File: src/rtl/trb_capture_ctrl_pkg.sv
// -----------------------------------------------------------------------------
// trb_capture_ctrl_pkg
//   Shared types and constants for the Data Trace Buffer capture path.
//   Provides the trigger configuration record (config_t), the trigger status
//   record (status_t), their default values, the capture FSM state type and
//   the derived geometry constants of the trace BRAM.
// -----------------------------------------------------------------------------
package trb_capture_ctrl_pkg;

  localparam int unsigned TRB_WIDTH     = 32;
  localparam int unsigned TRB_DEPTH     = 32;
  localparam int unsigned TRB_POST_STEP = TRB_DEPTH / 4;
  localparam int unsigned TRB_PTR_WIDTH = $clog2(TRB_DEPTH);
  localparam int unsigned TRB_POS_WIDTH = $clog2(TRB_WIDTH);

  typedef enum logic [1:0] {
    IDLE  = 2'd0,
    ARMED = 2'd1,
    POST  = 2'd2,
    DONE  = 2'd3
  } ctrl_state_t;

  // trg_mode:       0 = single shot, 1 = re-arm after each capture window
  // trg_num_traces: number of qualifying hits to skip before firing
  // trg_delay:      post-trigger window in units of TRB_POST_STEP words
  typedef struct packed {
    logic       trg_mode;
    logic [1:0] trg_num_traces;
    logic [1:0] trg_delay;
  } config_t;

  typedef struct packed {
    logic                     trg_event;
    logic [TRB_POS_WIDTH-1:0] event_pos;
    logic [TRB_PTR_WIDTH-1:0] event_addr;
  } status_t;

  localparam config_t CONFIG_DEFAULT = '0;
  localparam status_t STATUS_DEFAULT = '0;

endpackage

File: src/rtl/trb_capture_ctrl_prio_enc.sv
// -----------------------------------------------------------------------------
// trb_prio_enc
//   Combinational lowest-set-bit encoder.
//   Ports:
//     req_i   [WIDTH]  request vector
//     idx_o   [IDX_W]  index of the lowest set bit of req_i (0 when none)
//     valid_o          at least one bit of req_i is set
// -----------------------------------------------------------------------------
module trb_prio_enc #(
  parameter int unsigned WIDTH = 32,
  parameter int unsigned IDX_W = $clog2(WIDTH)
) (
  input  logic [WIDTH-1:0] req_i,
  output logic [IDX_W-1:0] idx_o,
  output logic             valid_o
);

  always_comb begin
    idx_o   = '0;
    valid_o = 1'b0;
    for (int unsigned i = 0; i < WIDTH; i++) begin
      if (req_i[i] && !valid_o) begin
        idx_o   = IDX_W'(i);
        valid_o = 1'b1;
      end
    end
  end

endmodule

File: src/rtl/trb_capture_ctrl.sv
// -----------------------------------------------------------------------------
// trb_capture_ctrl
//   Capture controller for the Data Trace Buffer. Writes the incoming trace
//   stream circularly into the trace BRAM, detects the configured trigger,
//   runs the post-trigger window and then stops (or re-arms in mode 1).
//   Ports:
//     clk_i, rst_ni         clock, asynchronous active-low reset
//     conf_i                trigger configuration (config_t)
//     conf_update_i         latch conf_i, clear pointer/counters and (re)arm
//     data_i, data_valid_i  trace word and its qualifier
//     trigger_i             per-bit trigger hits qualifying data_i
//     bram_we_o/addr_o/data_o  registered BRAM write port
//     status_o              registered trigger status (status_t)
//     done_o                capture window complete
// -----------------------------------------------------------------------------
module trb_capture_ctrl
  import trb_capture_ctrl_pkg::*;
#(
  parameter int unsigned WIDTH = TRB_WIDTH,
  parameter int unsigned DEPTH = TRB_DEPTH
) (
  input  logic                     clk_i,
  input  logic                     rst_ni,
  input  config_t                  conf_i,
  input  logic                     conf_update_i,
  input  logic [WIDTH-1:0]         data_i,
  input  logic                     data_valid_i,
  input  logic [WIDTH-1:0]         trigger_i,
  output logic                     bram_we_o,
  output logic [$clog2(DEPTH)-1:0] bram_addr_o,
  output logic [WIDTH-1:0]         bram_data_o,
  output status_t                  status_o,
  output logic                     done_o
);

  localparam int unsigned PTR_W     = $clog2(DEPTH);
  localparam int unsigned POS_W     = $clog2(WIDTH);
  localparam int unsigned POST_STEP = DEPTH / 4;

  ctrl_state_t      state_q;
  config_t          conf_q;
  logic [PTR_W-1:0] ptr_q;
  logic [1:0]       hit_cnt_q;
  logic [PTR_W-1:0] post_cnt_q;
  status_t          status_q;
  logic             done_q;
  logic             we_q;
  logic [PTR_W-1:0] addr_q;
  logic [WIDTH-1:0] data_q;

  logic [POS_W-1:0] trg_pos;
  logic             trg_any;
  logic             hit;
  logic [PTR_W-1:0] post_load;

  trb_prio_enc #(
    .WIDTH (WIDTH),
    .IDX_W (POS_W)
  ) u_prio_enc (
    .req_i   (trigger_i),
    .idx_o   (trg_pos),
    .valid_o (trg_any)
  );

  assign hit       = data_valid_i && trg_any;
  // trg_delay * DEPTH/4 is at most 3*DEPTH/4, so it always fits the pointer width.
  assign post_load = PTR_W'(32'(conf_q.trg_delay) * POST_STEP);

  always_ff @(posedge clk_i or negedge rst_ni) begin
    if (!rst_ni) begin
      state_q    <= IDLE;
      conf_q     <= CONFIG_DEFAULT;
      ptr_q      <= '0;
      hit_cnt_q  <= '0;
      post_cnt_q <= '0;
      status_q   <= STATUS_DEFAULT;
      done_q     <= 1'b0;
      we_q       <= 1'b0;
      addr_q     <= '0;
      data_q     <= '0;
    end else begin
      we_q <= 1'b0;
      if (conf_update_i) begin
        // Re-arm from any state; a word presented alongside the update is dropped.
        conf_q     <= conf_i;
        ptr_q      <= '0;
        hit_cnt_q  <= '0;
        post_cnt_q <= '0;
        status_q   <= STATUS_DEFAULT;
        done_q     <= 1'b0;
        state_q    <= ARMED;
      end else begin
        unique case (state_q)
          IDLE: begin
          end

          ARMED: begin
            if (data_valid_i) begin
              we_q   <= 1'b1;
              addr_q <= ptr_q;
              data_q <= data_i;
              ptr_q  <= ptr_q + 1'b1;
              if (hit) begin
                hit_cnt_q <= hit_cnt_q + 1'b1;
                // hit_cnt_q counts earlier hits, so equality means hit number num+1.
                if (hit_cnt_q == conf_q.trg_num_traces) begin
                  status_q.trg_event  <= 1'b1;
                  status_q.event_pos  <= TRB_POS_WIDTH'(trg_pos);
                  status_q.event_addr <= TRB_PTR_WIDTH'(ptr_q);
                  post_cnt_q          <= post_load;
                  if (post_load == '0) begin
                    state_q <= DONE;
                    done_q  <= 1'b1;
                  end else begin
                    state_q <= POST;
                  end
                end
              end
            end
          end

          POST: begin
            if (data_valid_i) begin
              we_q       <= 1'b1;
              addr_q     <= ptr_q;
              data_q     <= data_i;
              ptr_q      <= ptr_q + 1'b1;
              post_cnt_q <= post_cnt_q - 1'b1;
              if (post_cnt_q == PTR_W'(1)) begin
                state_q <= DONE;
                done_q  <= 1'b1;
              end
            end
          end

          DONE: begin
            if (conf_q.trg_mode) begin
              // done_q was raised on entry, so it is high for exactly this one cycle.
              state_q   <= ARMED;
              done_q    <= 1'b0;
              status_q  <= STATUS_DEFAULT;
              hit_cnt_q <= '0;
            end
          end

          default: state_q <= IDLE;
        endcase
      end
    end
  end

  assign bram_we_o   = we_q;
  assign bram_addr_o = addr_q;
  assign bram_data_o = data_q;
  assign status_o    = status_q;
  assign done_o      = done_q;

endmodule

File: config.mk
export PLATFORM = sky130hd
export DESIGN_NAME = trb_capture_ctrl
export DESIGN_NICKNAME = d
export VERILOG_FILES = /design/src/rtl/trb_capture_ctrl_pkg.sv /design/src/rtl/trb_capture_ctrl_prio_enc.sv /design/src/rtl/trb_capture_ctrl.sv
export SDC_FILE = /design/constraint.sdc
export NUM_CORES = 1
export LEC_CHECK = 0
export CAP_MARGIN = 10
export CORE_MARGIN = 3
export CORE_UTILIZATION = 35
export DETAILED_ROUTE_END_ITERATION = 10
export PLACE_DENSITY = 0.68
export SYNTH_ARGS = -nofsm -noshare
export SYNTH_HDL_FRONTEND = slang
export SYNTH_SLANG_ARGS = --single-unit
File: constraint.sdc
create_clock -name clk_i -period 2.29 [get_ports clk_i]
set_input_delay 0.3435 -clock clk_i [delete_from_list [all_inputs] [get_ports clk_i]]
set_output_delay 0.3435 -clock clk_i [all_outputs]
set_load 0.05 [all_outputs]
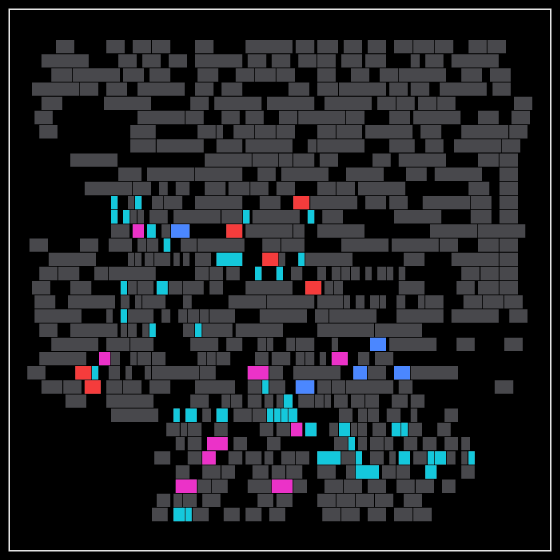
*Logic cells by family*
Key: non-inverting ao/oa cells = blue [cells 5, most used a22o_1]; xor and xnor cells = red [cells 6, most used xor2_1]; nor cells = cyan [cells 42, most used nor2_1]; and/or cells = magenta [cells 9, most used or4_4]
most common logic cell in the routed design: clkdlybuf4s50_1
filler-free cell count of the finished design: 609

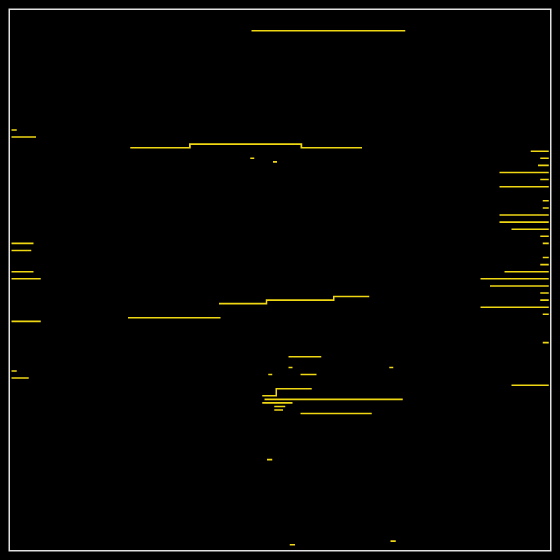
*M3 wires*
The layer holds 4.0% of the routed length. The layer carries 336 um of wire. The wires run mostly horizontal. The longest straight run is 29.2 um. 45 nets have wire on it.
total length of routed wires: 8520 um
GRT met3 Usage: 4.17%
total number of vias: 2,949

==> run_summary.xml <==
<?xml version="1.0" encoding="UTF-8"?>
<metrics>
  <group name="run_status">
    <metric name="run_status" unit="">finished, final reports clean</metric>
  </group>
  <group name="yosys">
    <metric name="yosysTopAreaCell" unit="">dfrtp_1</metric>
    <metric name="synth_area" unit="sq um">3330</metric>
    <metric name="avgSynthCellArea" unit="sq um">11.1</metric>
    <metric name="synth_cells" unit="">299</metric>
    <metric name="seq_area_frac_synth" unit="%">51.8</metric>
    <metric name="aoi_share" unit="%">11.5</metric>
    <metric name="top_cells_by_count" unit="">dfrtp_1, mux2_2, nor2_1</metric>
    <metric name="yosys.area.top_type_share" unit="%">51.8</metric>
    <metric name="synth_simple_gate_area_share" unit="%">13.1</metric>
    <metric name="synthXorXnorAreaFrac" unit="%">1.58</metric>
    <metric name="synth.most_common_cell" unit="">dfrtp_1</metric>
    <metric name="synth_chip_area" unit="sq um">3330</metric>
    <metric name="ys_sh_adder" unit="%">2.25</metric>
    <metric name="ys_types" unit="">45</metric>
    <metric name="postSynth.topFlopCell" unit="">dfrtp_1</metric>
    <metric name="topCellsByArea" unit="">dfrtp_1, mux2_2, o21ai_0</metric>
  </group>
  <group name="setup_path">
    <metric name="crit_path_max_cell_delay" unit="ns">0.54</metric>
    <metric name="path_buffers" unit="">1</metric>
    <metric name="cp_top_family" unit="">simple AND/OR/NAND/NOR gates</metric>
    <metric name="crit_path_end" unit="">done_o</metric>
    <metric name="regToRegSetupSlack" unit="ns">0.42</metric>
    <metric name="setup.worst_path.start_class" unit="">input pin</metric>
    <metric name="timing.critical_path.arrival" unit="ns">2.46</metric>
    <metric name="critical_path.reg2reg.endpoint" unit="">bram_data_o[23]</metric>
    <metric name="crit_cells" unit="">7</metric>
    <metric name="start_point_of_the_critical_path" unit="">trigger_i[22]</metric>
    <metric name="reg2reg_from" unit="">state_q[0]</metric>
  </group>
  <group name="grt">
    <metric name="maximum_number_of_pins_on_one_net_before_global_route_repair" unit="">39</metric>
    <metric name="grt_overflow_total" unit="">0</metric>
    <metric name="groute.usage.overall" unit="%">15.9</metric>
    <metric name="vias_in_the_first_global_route" unit="">2966</metric>
    <metric name="number_of_antenna_violations_at_the_first_check_in_global_routing" unit="">0</metric>
  </group>
  <group name="floorplan">
    <metric name="fp-utilization" unit="%">37.1</metric>
    <metric name="chip_area" unit="sq um">10700</metric>
    <metric name="die_ht" unit="um">104</metric>
    <metric name="n_tap_cell" unit="">126</metric>
  </group>
  <group name="cts">
    <metric name="clock_latency" unit="ns">0.33</metric>
    <metric name="cts_tree" unit="">yes</metric>
    <metric name="htreeDepth" unit="">3</metric>
    <metric name="post-cts-setup-buffer-count" unit="">0</metric>
    <metric name="cts_hold_repair.buffers" unit="">1</metric>
    <metric name="clk_pin_slew_worst_paths" unit="ns">0.07</metric>
    <metric name="post_cts.resized_instances" unit="">16</metric>
  </group>
  <group name="finish">
    <metric name="lay_top_cells" unit="">clkdlybuf4s50_1, dfrtp_1, buf_4</metric>
    <metric name="layout_cell_share_with_drive_strength_beyond_1" unit="%">26.3</metric>
    <metric name="clock_buffer_count" unit="">12</metric>
    <metric name="comb_area" unit="sq um">1540</metric>
    <metric name="cell_type_taking_the_most_area" unit="">sequential cells</metric>
    <metric name="area_share_clock_buf_inv" unit="%">3.62</metric>
    <metric name="comb_area_share" unit="%">28.8</metric>
    <metric name="inverters" unit="">19</metric>
    <metric name="nonClockBufferCount" unit="">177</metric>
  </group>
  <group name="timing">
    <metric name="post-route-min-period" unit="ns">2.24</metric>
    <metric name="max_slew.worst_pin.slew" unit="ns">0.541</metric>
    <metric name="setup_repair_after_global_routing_missed_its_margin" unit="">false</metric>
    <metric name="layout_setup_ws" unit="ns">0.0525</metric>
    <metric name="final-max-slew-violation-count" unit="">0</metric>
    <metric name="final-setup-viol-count" unit="">0</metric>
    <metric name="timing.fmax" unit="MHz">447</metric>
    <metric name="timing.slew.headroom" unit="%">63.8</metric>
  </group>
  <group name="power">
    <metric name="power.switching_fraction" unit="%">43.3</metric>
    <metric name="power_top_consumer" unit="">combinational cells</metric>
    <metric name="totalPowerFinal" unit="mW">6.17</metric>
    <metric name="pwr.group.combinational" unit="mW">3.34</metric>
    <metric name="share_clk_of_total_power" unit="%">15.6</metric>
    <metric name="peakVddDrop" unit="mV">0.593</metric>
    <metric name="sequentialPowerShare" unit="%">30.3</metric>
    <metric name="internal-power" unit="mW">3.50</metric>
    <metric name="clockNetworkPower" unit="mW">0.965</metric>
  </group>
  <group name="job">
    <metric name="log.warning_count" unit="">29</metric>
  </group>
  <group name="placed_design">
    <metric name="hpwlAfterDp" unit="um">6690</metric>
    <metric name="place.port_buffers" unit="">122</metric>
    <metric name="post-place-ws" unit="ns">-0.430</metric>
  </group>
  <group name="hold_path">
    <metric name="holdCritPathClass" unit="">input pin to async pin</metric>
  </group>
  <group name="detailed_routing">
    <metric name="drc_errors" unit="">0</metric>
    <metric name="post_drt_wl_per_cell" unit="um">14.0</metric>
    <metric name="drt.antenna.violating_nets" unit="">0</metric>
    <metric name="first_pass_iteration_count_of_the_detailed_router" unit="">4</metric>
  </group>
</metrics>
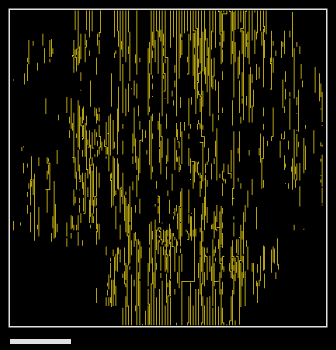
*Signal wires on met2*
The bar under the picture is 20 um long.
The longest straight run is 34.5 um. The layer carries 4,470 um of wire. 504 nets have wire on it.
global routing usage on met2: 28.8%

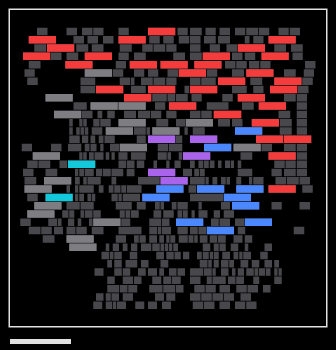
*Sequential cells coloured by netlist name*
The bar under the picture is 20 um long. Other sequential cells in the stronger grey, the rest of the logic in the fainter grey.
Key: `ptr_q` = purple [placed flops 5, where middle]; `bram_data_o` = red [placed flops 32]; `state_q` = cyan [placed flops 2]; `status_o` = blue [placed flops 11]
core utilization of the finished layout: 59.4%
share of the final layout cell area in sequential cells: 32.4%
sequential cell power: 1.87 mW
Storage cell area: 1730 sq um

metrics by stage:
stage	cell area, sq um	instances	hold slack, ns	utilization [%]	setup TNS (ns)
detailed placement	5100	592	0.241	56.8	-7.43
global placement	5100	592	0.242	56.8	-6.58
global route	5330	609	0.425	59.4	0
floorplan	3330	299	0.0479	-	0
CTS	5310	609	0.414	59.2	0
finish	5330	609	0.423	59.4	0
per-layer routing:
layer | vias to the layer above | track usage [%] | share of wire, %
li1 | 1427 | - | -
met1 | 1444 | 19.1 | 42
met2 | 67 | 28.8 | 52
met3 | 11 | 4.17 | 3.9
met4 | 0 | 3.51 | 1.6
met5 | - | 0 | 0
Power figures rest on the tool's default switching activity, not on a simulated workload.
